Run 1, cell sizes after repair:
(4 px per um)
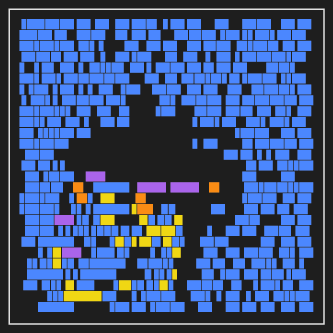
Run 1, a small window of the routed layout:
Region (7, 46) to (32, 71) um. Cells in gray, sequential cells in the stronger gray; small squares are vias.
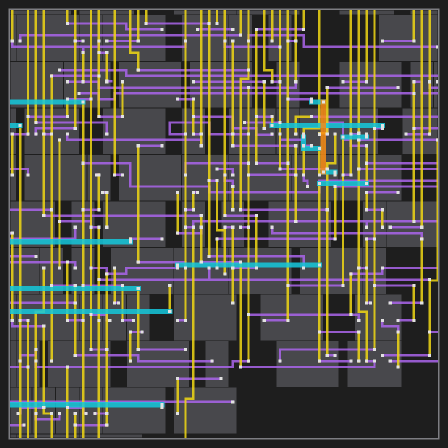
Run 1, routing congestion map:
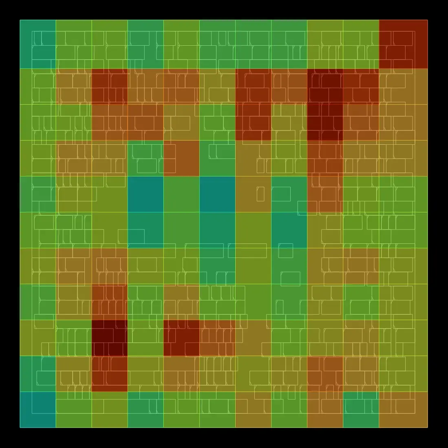
**config.mk**
```make
export PLATFORM = sky130hd
export DESIGN_NAME = buff_rr_arbiter
export DESIGN_NICKNAME = d
export VERILOG_FILES = /design/src/rtl/buff_rr_arbiter_pkg.sv /design/src/rtl/buff_rr_arbiter_pick.sv /design/src/rtl/buff_rr_arbiter.sv
export SDC_FILE = /design/constraint.sdc
export NUM_CORES = 1
export LEC_CHECK = 0
export ABC_AREA = 1
export CAP_MARGIN = 5
export CORE_MARGIN = 2
export CORE_UTILIZATION = 30
export DETAILED_ROUTE_END_ITERATION = 8
export PLACE_DENSITY = 0.93
export SETUP_SLACK_MARGIN = 0.1
export SYNTH_ARGS = -nofsm -noshare
export SYNTH_HDL_FRONTEND = slang
export SYNTH_SLANG_ARGS = --single-unit
```
**constraint.sdc**
```tcl
create_clock -name clock -period 3.2 [get_ports clock]
set_input_delay 0.64 -clock clock [delete_from_list [all_inputs] [get_ports clock]]
set_output_delay 0.64 -clock clock [all_outputs]
set_load 0.02 [all_outputs]
```
**src/rtl/buff_rr_arbiter_pkg.sv**
```systemverilog
// pkg_en: token types, arbiter FSM encoding and pointer-width helper
//   FTk_t         : forward token (v = valid/request, d = payload)
//   BTk_t         : back token (n = Nack, t/v/c = side-band flags)
//   arb_fsm_t     : IDLE=0, GRANT=1, STALL=2
//   WIDTH_ARB_PTR : width of the round-robin pointer for a requester count
package pkg_en;
  localparam int WIDTH_DATA = 32;
  typedef struct packed {
    logic v;
    logic [WIDTH_DATA-1:0] d;
  } FTk_t;
  typedef struct packed {
    logic n;
    logic t;
    logic v;
    logic c;
  } BTk_t;
  typedef enum logic [1:0] {
    IDLE  = 2'd0,
    GRANT = 2'd1,
    STALL = 2'd2
  } arb_fsm_t;
  function automatic int WIDTH_ARB_PTR(input int n);
    return (n > 1) ? $clog2(n) : 1;
  endfunction
endpackage

```
**src/rtl/buff_rr_arbiter_pick.sv**
```systemverilog
// arb_rr_pick: combinational rotate-priority encoder
//   req    in  [N]  : request vector
//   ptr    in  [W]  : highest-priority index for this pick
//   onehot out [N]  : winner one-hot (zero when no request)
//   idx    out [W]  : winner index
//   any    out      : at least one request
module arb_rr_pick #(
  parameter int N = 4,
  parameter int W = 2
) (
  input  logic [N-1:0] req,
  input  logic [W-1:0] ptr,
  output logic [N-1:0] onehot,
  output logic [W-1:0] idx,
  output logic         any
);
  logic [N-1:0] rot;
  int off;
  // rotate so ptr lands at bit 0, then the lowest set bit is the winner's offset
  always_comb begin
    rot = N'({req, req} >> ptr);
    off = 0;
    for (int k = N - 1; k >= 0; k--) if (rot[k]) off = k;
    idx = W'((int'(ptr) + off) % N);
    any = |req;
    onehot = any ? N'(1) << idx : '0;
  end
endmodule

```
**src/rtl/buff_rr_arbiter.sv**
```systemverilog
// buff_rr_arbiter: round-robin, message-granular arbiter onto one SimpleBuff channel
//   clock, reset     : clock, asynchronous active-high reset
//   I_FTk [NUM_REQ]  : requester forward tokens (.v is the request)
//   O_BTk [NUM_REQ]  : back tokens to requesters (Nack unless granted)
//   O_FTk            : forwarded token of the granted requester
//   I_BTk            : downstream back token (.n is Nack)
//   O_Grant          : one-hot grant, zero when idle
//   O_Busy           : a grant is active
// Optional: define BUFF_ARB_MAX_BURST_EN to cap each grant at MAX_BURST accepted tokens.
import pkg_en::*;
module buff_rr_arbiter #(
  parameter int NUM_REQ   = 4,
  parameter int MAX_BURST = 16
) (
  input  logic               clock,
  input  logic               reset,
  input  FTk_t               I_FTk [NUM_REQ],
  output BTk_t               O_BTk [NUM_REQ],
  output FTk_t               O_FTk,
  input  BTk_t               I_BTk,
  output logic [NUM_REQ-1:0] O_Grant,
  output logic               O_Busy
);
  localparam int PW = WIDTH_ARB_PTR(NUM_REQ);
  if (NUM_REQ < 2 || NUM_REQ > 16 || MAX_BURST < 1) begin : g_bad_cfg
    $error("buff_rr_arbiter: NUM_REQ must be 2..16 and MAX_BURST >= 1");
  end
  arb_fsm_t fsm, fsm_n;
  logic [NUM_REQ-1:0] grant, grant_n, req, pick;
  logic [PW-1:0] ptr, ptr_n, pick_idx;
  logic pick_any, rel;
  FTk_t fwd;
  arb_rr_pick #(.N(NUM_REQ), .W(PW)) u_pick (
    .req(req), .ptr(ptr), .onehot(pick), .idx(pick_idx), .any(pick_any)
  );
  // grant is zero whenever idle, so masking by it gives the idle/reset outputs for free
  always_comb begin
    fwd = '0;
    for (int i = 0; i < NUM_REQ; i++) begin
      req[i] = I_FTk[i].v;
      if (grant[i]) fwd = I_FTk[i];
      O_BTk[i] = grant[i] ? I_BTk : BTk_t'{n: 1'b1, default: 1'b0};
    end
  end
  assign O_FTk = fwd;
  assign O_Grant = grant;
  assign O_Busy = fsm != IDLE;
`ifdef BUFF_ARB_MAX_BURST_EN
  localparam int CW = $clog2(MAX_BURST + 1);
  logic [CW-1:0] cnt, cnt_n;
  assign rel = !fwd.v || cnt == CW'(MAX_BURST - 1);
`else
  assign rel = !fwd.v;
`endif
  always_comb begin
    fsm_n = fsm;
    grant_n = grant;
    ptr_n = ptr;
`ifdef BUFF_ARB_MAX_BURST_EN
    cnt_n = cnt;
`endif
    case (fsm)
      IDLE: if (pick_any) begin
        fsm_n = GRANT;
        grant_n = pick;
        ptr_n = (pick_idx == PW'(NUM_REQ - 1)) ? '0 : pick_idx + 1'b1;
      end
      GRANT: begin
        // Nack takes priority over a simultaneous valid gap
        fsm_n = I_BTk.n ? STALL : rel ? IDLE : GRANT;
        grant_n = (!I_BTk.n && rel) ? '0 : grant;
`ifdef BUFF_ARB_MAX_BURST_EN
        cnt_n = I_BTk.n ? cnt : rel ? '0 : cnt + 1'b1;
`endif
      end
      STALL: fsm_n = I_BTk.n ? STALL : GRANT;
      default: begin
        fsm_n = IDLE;
        grant_n = '0;
      end
    endcase
  end
  always_ff @(posedge clock or posedge reset)
    if (reset) begin
      fsm <= IDLE;
      grant <= '0;
      ptr <= '0;
`ifdef BUFF_ARB_MAX_BURST_EN
      cnt <= '0;
`endif
    end else begin
      fsm <= fsm_n;
      grant <= grant_n;
      ptr <= ptr_n;
`ifdef BUFF_ARB_MAX_BURST_EN
      cnt <= cnt_n;
`endif
    end
endmodule

```
==> flow_summary.toml, run 1 <==
# implementation run metrics
[run_status]
status = "complete, no violations"

[finish]
clk_share_pct = 1.232
diodes = 0
fillCellCount = 455
drive_gt1_share_pct = 6.360
largest_register_ffs = 4
buf_share_pct = 54.33
seq_share_pct = 5.508
mi_logic_area_mm2 = 0.001229
buffers = 197
mostFrequentLayoutCells = "189 x clkdlybuf4s50_1, 71 x nand2_1, 40 x nor2_1"
area_growth_pct = 120.6
area_dominant_class = "non-clock buffers"
nets = 597
flop-count = 8
non_clock_inverter_count = 28
nClkBuffers = 4

[pwr]
top_power_group = "combinational cells"
power.density_mw_per_mm2 = 750.9
switching_share_pct = 52.24
pg_seq_mw = 0.222
irDropWorstVdd_mv = 0.6698
p_int_mw = 1.312
pwr-share-clk_pct = 4.8
p_leak_nw = 1.527
clock_power_mw = 0.133
switchingPower_mw = 1.435
power.share.combinational_pct = 87.1

[synthesis]
edf_count = 0
yosys_area_mm2 = 0.001658
syn_avg_cell_area_um2 = 5.963
synth_top_cell_by_area = "a221oi_1"
ys_sh_aoi_pct = 35.09
synth.area.mux_share_pct = 0
ys_seq_elements = 8
ys_top_cells_by_count = "71 x nand2_1, 40 x nor2_1, 33 x o31ai_1"
syn_area_mm2 = 0.001658
syn_inst = 278
ff_type = "dfrtp_1"
synth_cell_type_count = 24
ys_warn_count = 0
ys_async_sr_fraction_pct = 100.0
synthesis.nets = 418
ys_seq_share_pct = 12.08
synth_top_cell_by_count = "nand2_1"
xor_share_pct = 0

[final_timing]
setup_viol = 0
fin_skew_ns = 0.004575
hold_ws_ns = 0.5974
period_used_pct = 93.57
finalHoldViolations = 0
post-route-min-period_ns = 2.994
slew_headroom_pct = 69.61
fin_setup_tns_ns = 0
fin_ws_ns = 0.2059
worst_pin_slew_ns = 0.4558
slew_viol_final = 0

[worst_setup_path]
start_kind = "flop"
cpPeakStageDelay_ns = 0.68
path_buffers = 3
critPathTopFamily = "buffers and inverters"
slowest_stage = "clkdlybuf4s50_1"
worst-path-max-fanout = 23
worst_ep_required_time_ns = 2.56
reg2reg_depth = 12
path_cells = "inv_2 > nor2_4 > buf_12 > a221oi_1 > o31ai_1 > clkdlybuf4s50_1"
critPathCaptureType = "output port"
cp_num_cells = 6

[floorplanning]
chipWidth_um = 78.34
taps = 72
dieHeight_um = 78.34
fp_util_pct = 30.67
rows = 27
io_pins = 192
design.die.area_mm2 = 0.006136

[routing]
wl_met2_mm = 4.091
routed_via_density = 5.220
via_count = 2756
dr_wl_met3_um = 795
wl_mm = 8.546
drcViolationCount = 0
drt_iter0_markers = 138
drtPass1Iterations = 4

[cts]
cts_buffers = 3
cts-root-buf = "clkbuf_8"
cts_tree = "built"
clk_path_buf_depth = 2
postCtsSetupBuffers = 0
cts.sinks = 8
clk_latency_ns = 0.23

[grt]
grt_pass1_vias = 2656
grt_max_degree = 41
grt_use_met1_pct = 32.13
grt_pass1_wl_mm = 12.90

[placement]
post-dp-hpwl_mm = 6.556
pre_cts_ws_ns = 0.3347
place_congestion = 0.8398
place_area_mm2 = 0.003607

[flow_run]
tool_warnings = 26
maxCapViolations = 0

[hold_path]
min_path_cells = 3
Notes on 'cell sizes after repair' above:
color	size	cells	share	most used
blue	drive 1 or less	427	94%	clkdlybuf4s50_1
yellow	drive 2	19	4.2%	nand2_2
orange	drive 3 to 4	5	1.1%	buf_4
purple	drive 6 and up	5	1.1%	clkbuf_8

Notes on 'a small window of the routed layout' above:
color	layer
yellow	met2
cyan	met3
purple	met1
orange	met4
most frequent	clkdlybuf4s50_1 (28), nand2_1 (13)
cells with their middle in the window	63
sequential cells in the window	0

Notes on 'routing congestion map' above:
met2 usage: 46.21%
GR Util met3: 5.632%
gr usage total: 26.08%
drt wl/cell: 16.19 um
final core occ: 67.66%

-- run 1: final timing paths --
kind | start | endpoint | slack [ns]
max in group asynchronous | reset | O_Grant[3] | 2.29
worst min-delay path | fsm[1] | O_Grant[3] | 0.60
min in group asynchronous | reset | ptr[0] | 0.66
worst min register to register | fsm[1] | O_Grant[3] | 0.60
worst max register to register | ptr[0] | ptr[1] | 1.02
worst max-delay path | O_Grant[0] | O_FTk[22] | 0.21
-- run 1: through the flow --
stage          cells  power [mW]
3_3_place_gp     524       2.551
6_report         528       2.746
4_1_cts          528       2.749
2_1_floorplan    278       1.606
3_5_place_dp     524       2.603
5_1_grt          528       2.941
Run 1, metal 1:
(6 px per um)
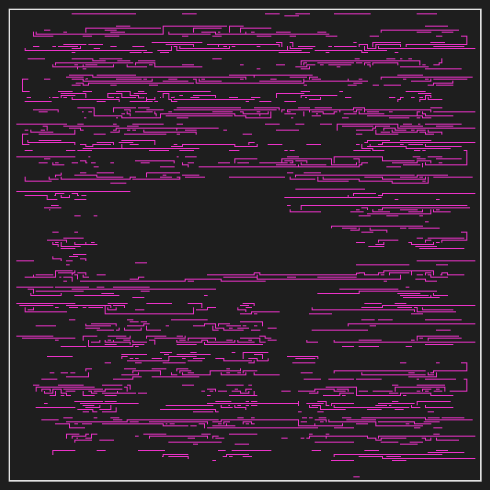

==> run 1 -> run 2 <==
--- a/config.mk
+++ b/config.mk
@@ -10,7 +10,9 @@
 export CORE_MARGIN = 2
 export CORE_UTILIZATION = 30
 export DETAILED_ROUTE_END_ITERATION = 8
+export GPL_ROUTABILITY_DRIVEN = 0
 export PLACE_DENSITY = 0.93
+export REMOVE_ABC_BUFFERS = 1
 export SETUP_SLACK_MARGIN = 0.1
 export SYNTH_ARGS = -nofsm -noshare
 export SYNTH_HDL_FRONTEND = slang
Run 2, metal 1:
(6 px per um)
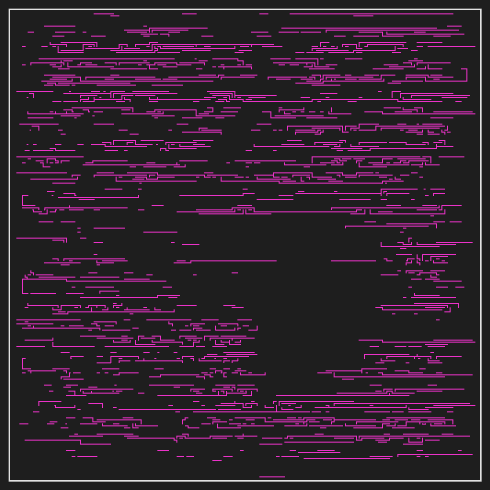
share of all routed wire	39%
wire length on this layer	3330 um
met1 Usage GRT: 29.31%
Via Count: 2754
WL final: 8.488 mm

Run 2, a small window of the routed layout:
Region (7, 46) to (32, 71) um. Cells in gray, sequential cells in the stronger gray; small squares are vias.
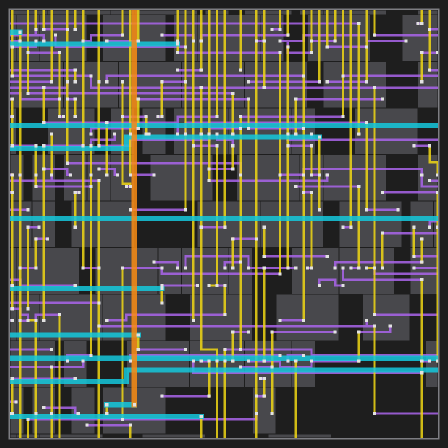
color	layer
orange	met4
yellow	met2
purple	met1
cyan	met3
most frequent	clkdlybuf4s50_1 (26), nand2_1 (12)
sequential cells in the window	0
cells with their middle in the window	61

==> flow_summary.toml, run 2 <==
# implementation run metrics
[flow_run]
maxCapViolations = 0
tool_warnings = 25

[finish]
nets = 599
nClkBuffers = 4
area_dominant_class = "non-clock buffers"
buf_share_pct = 54.45
drive_gt1_share_pct = 6.769
regArea_um2 = 201.4
diodes = 0
mi_logic_area_mm2 = 0.001229
fillCellCount = 440
stdcell_count = 530
flop-count = 8
non_clock_inverter_count = 28
area_growth_pct = 121.2
clk_share_pct = 1.228
utilization_pct = 67.85
mostFrequentLayoutCells = "191 x clkdlybuf4s50_1, 71 x nand2_1, 40 x nor2_1"
largest_register_ffs = 4
buffers = 199

[cts]
clk_latency_ns = 0.23
postCtsSetupBuffers = 0
clk_path_buf_depth = 2
cts_tree = "built"
cts_buffers = 3
cts.sinks = 8
cts-root-buf = "clkbuf_8"

[final_timing]
post-route-min-period_ns = 2.926
fin_skew_ns = 0.006440
period_used_pct = 91.44
fin_setup_tns_ns = 0
slew_headroom_pct = 62.48
slew_viol_final = 0
worst_pin_slew_ns = 0.5628
hold_ws_ns = 0.5695
finalHoldViolations = 0
fin_ws_ns = 0.2738
setup_viol = 0

[floorplanning]
design.die.area_mm2 = 0.006136
taps = 72
chipWidth_um = 78.34
dieHeight_um = 78.34
fp_util_pct = 30.67
fp.coreArea_mm2 = 0.005405
io_pins = 192

[synthesis]
syn_area_mm2 = 0.001658
ff_type = "dfrtp_1"
synth.area.mux_share_pct = 0
yosys_area_mm2 = 0.001658
edf_count = 0
ys_top_cells_by_count = "71 x nand2_1, 40 x nor2_1, 33 x o31ai_1"
ys_seq_elements = 8
xor_share_pct = 0
ys_warn_count = 0
synth_cell_type_count = 24
ys_sh_aoi_pct = 35.09
synth_top_cell_by_count = "nand2_1"
syn_avg_cell_area_um2 = 5.963
syn_inst = 278
ys_async_sr_fraction_pct = 100.0
synth_top_cell_by_area = "a221oi_1"
ys_seq_share_pct = 12.08

[grt]
grt_max_degree = 40
grt_pass1_vias = 2684
busiest_layer = "met2"
grt_usage_pct = 25.46
met2_usage_pct = 46.03
grt_pass1_wl_mm = 12.77
use_met3_pct = 8.046

[routing]
met1Wirelength_mm = 3.329
ant_nets = 0
drcViolationCount = 0
drt_iter0_markers = 149
post_drt_wl_per_cell_um = 16.02
drtPass1Iterations = 4
dr_wl_met3_um = 938
routed_via_density = 5.196
wl_met2_mm = 4.094

[hold_path]
min_from = "fsm[1]"
holdPathEnd = "O_Grant[3]"
min_path_cells = 3

[worst_setup_path]
critPathCaptureType = "output port"
cp_data_arrival_time_ns = 2.29
reg2reg_to = "ptr[1]"
start_kind = "flop"
cpPeakStageDelay_ns = 0.72
timing.rr.start = "ptr[0]"
path_cells = "inv_2 > nor2_4 > buf_12 > a221oi_1 > o31ai_1 > clkdlybuf4s50_1"
slowest_stage = "clkdlybuf4s50_1"
critPathTopFamily = "buffers and inverters"
reg2reg_slack_ns = 1.08
worst_ep_required_time_ns = 2.56
path_buffers = 3
reg2reg_depth = 12
worst-path-max-fanout = 32

[pwr]
p_leak_nw = 1.514
total_power_mw = 2.740
irDropWorstVdd_mv = 0.6174
power.density_mw_per_mm2 = 747.2

[placement]
place_area_mm2 = 0.003622
dpl.cell_count = 526
pre_cts_ws_ns = 0.3310
post-dp-hpwl_mm = 6.647

[run_status]
status = "complete, no violations"
Run 2, cells colored by class:
(4 px per um)
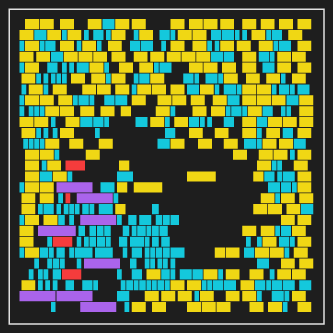
color	class	cells
red	clock drivers and dummy loads	4
yellow	other buffers and delay cells	199
purple	flip-flops	8
cyan	all other logic	247
sequential portion of the cell area: 5.493%
row cnt: 27

-- run 2: cell counts after synthesis --
Identical to the previous run, type by type.
-- run 2: worst max path at each step --
stage	startpoint	to	cells after the start
detailed placement	I_FTk[131]	O_FTk[32]	8
global route	O_Grant[0]	O_FTk[2]	6
global placement	I_FTk[131]	O_FTk[32]	8
finish	O_Grant[0]	O_FTk[6]	6
floorplan	O_Grant[1]	O_FTk[0]	3
CTS	O_Grant[2]	O_FTk[6]	5
-- run 2: power breakdown --
group | total [mW] | leakage (nW) | switching (mW) | internal [mW]
Combinational | 2.38 | 1.39 | 1.29 | 1.09
Clock | 0.129 | 0.0228 | 0.0421 | 0.0865
Sequential | 0.233 | 0.0994 | 0.0881 | 0.145
Power and IR drop assume default switching activity.
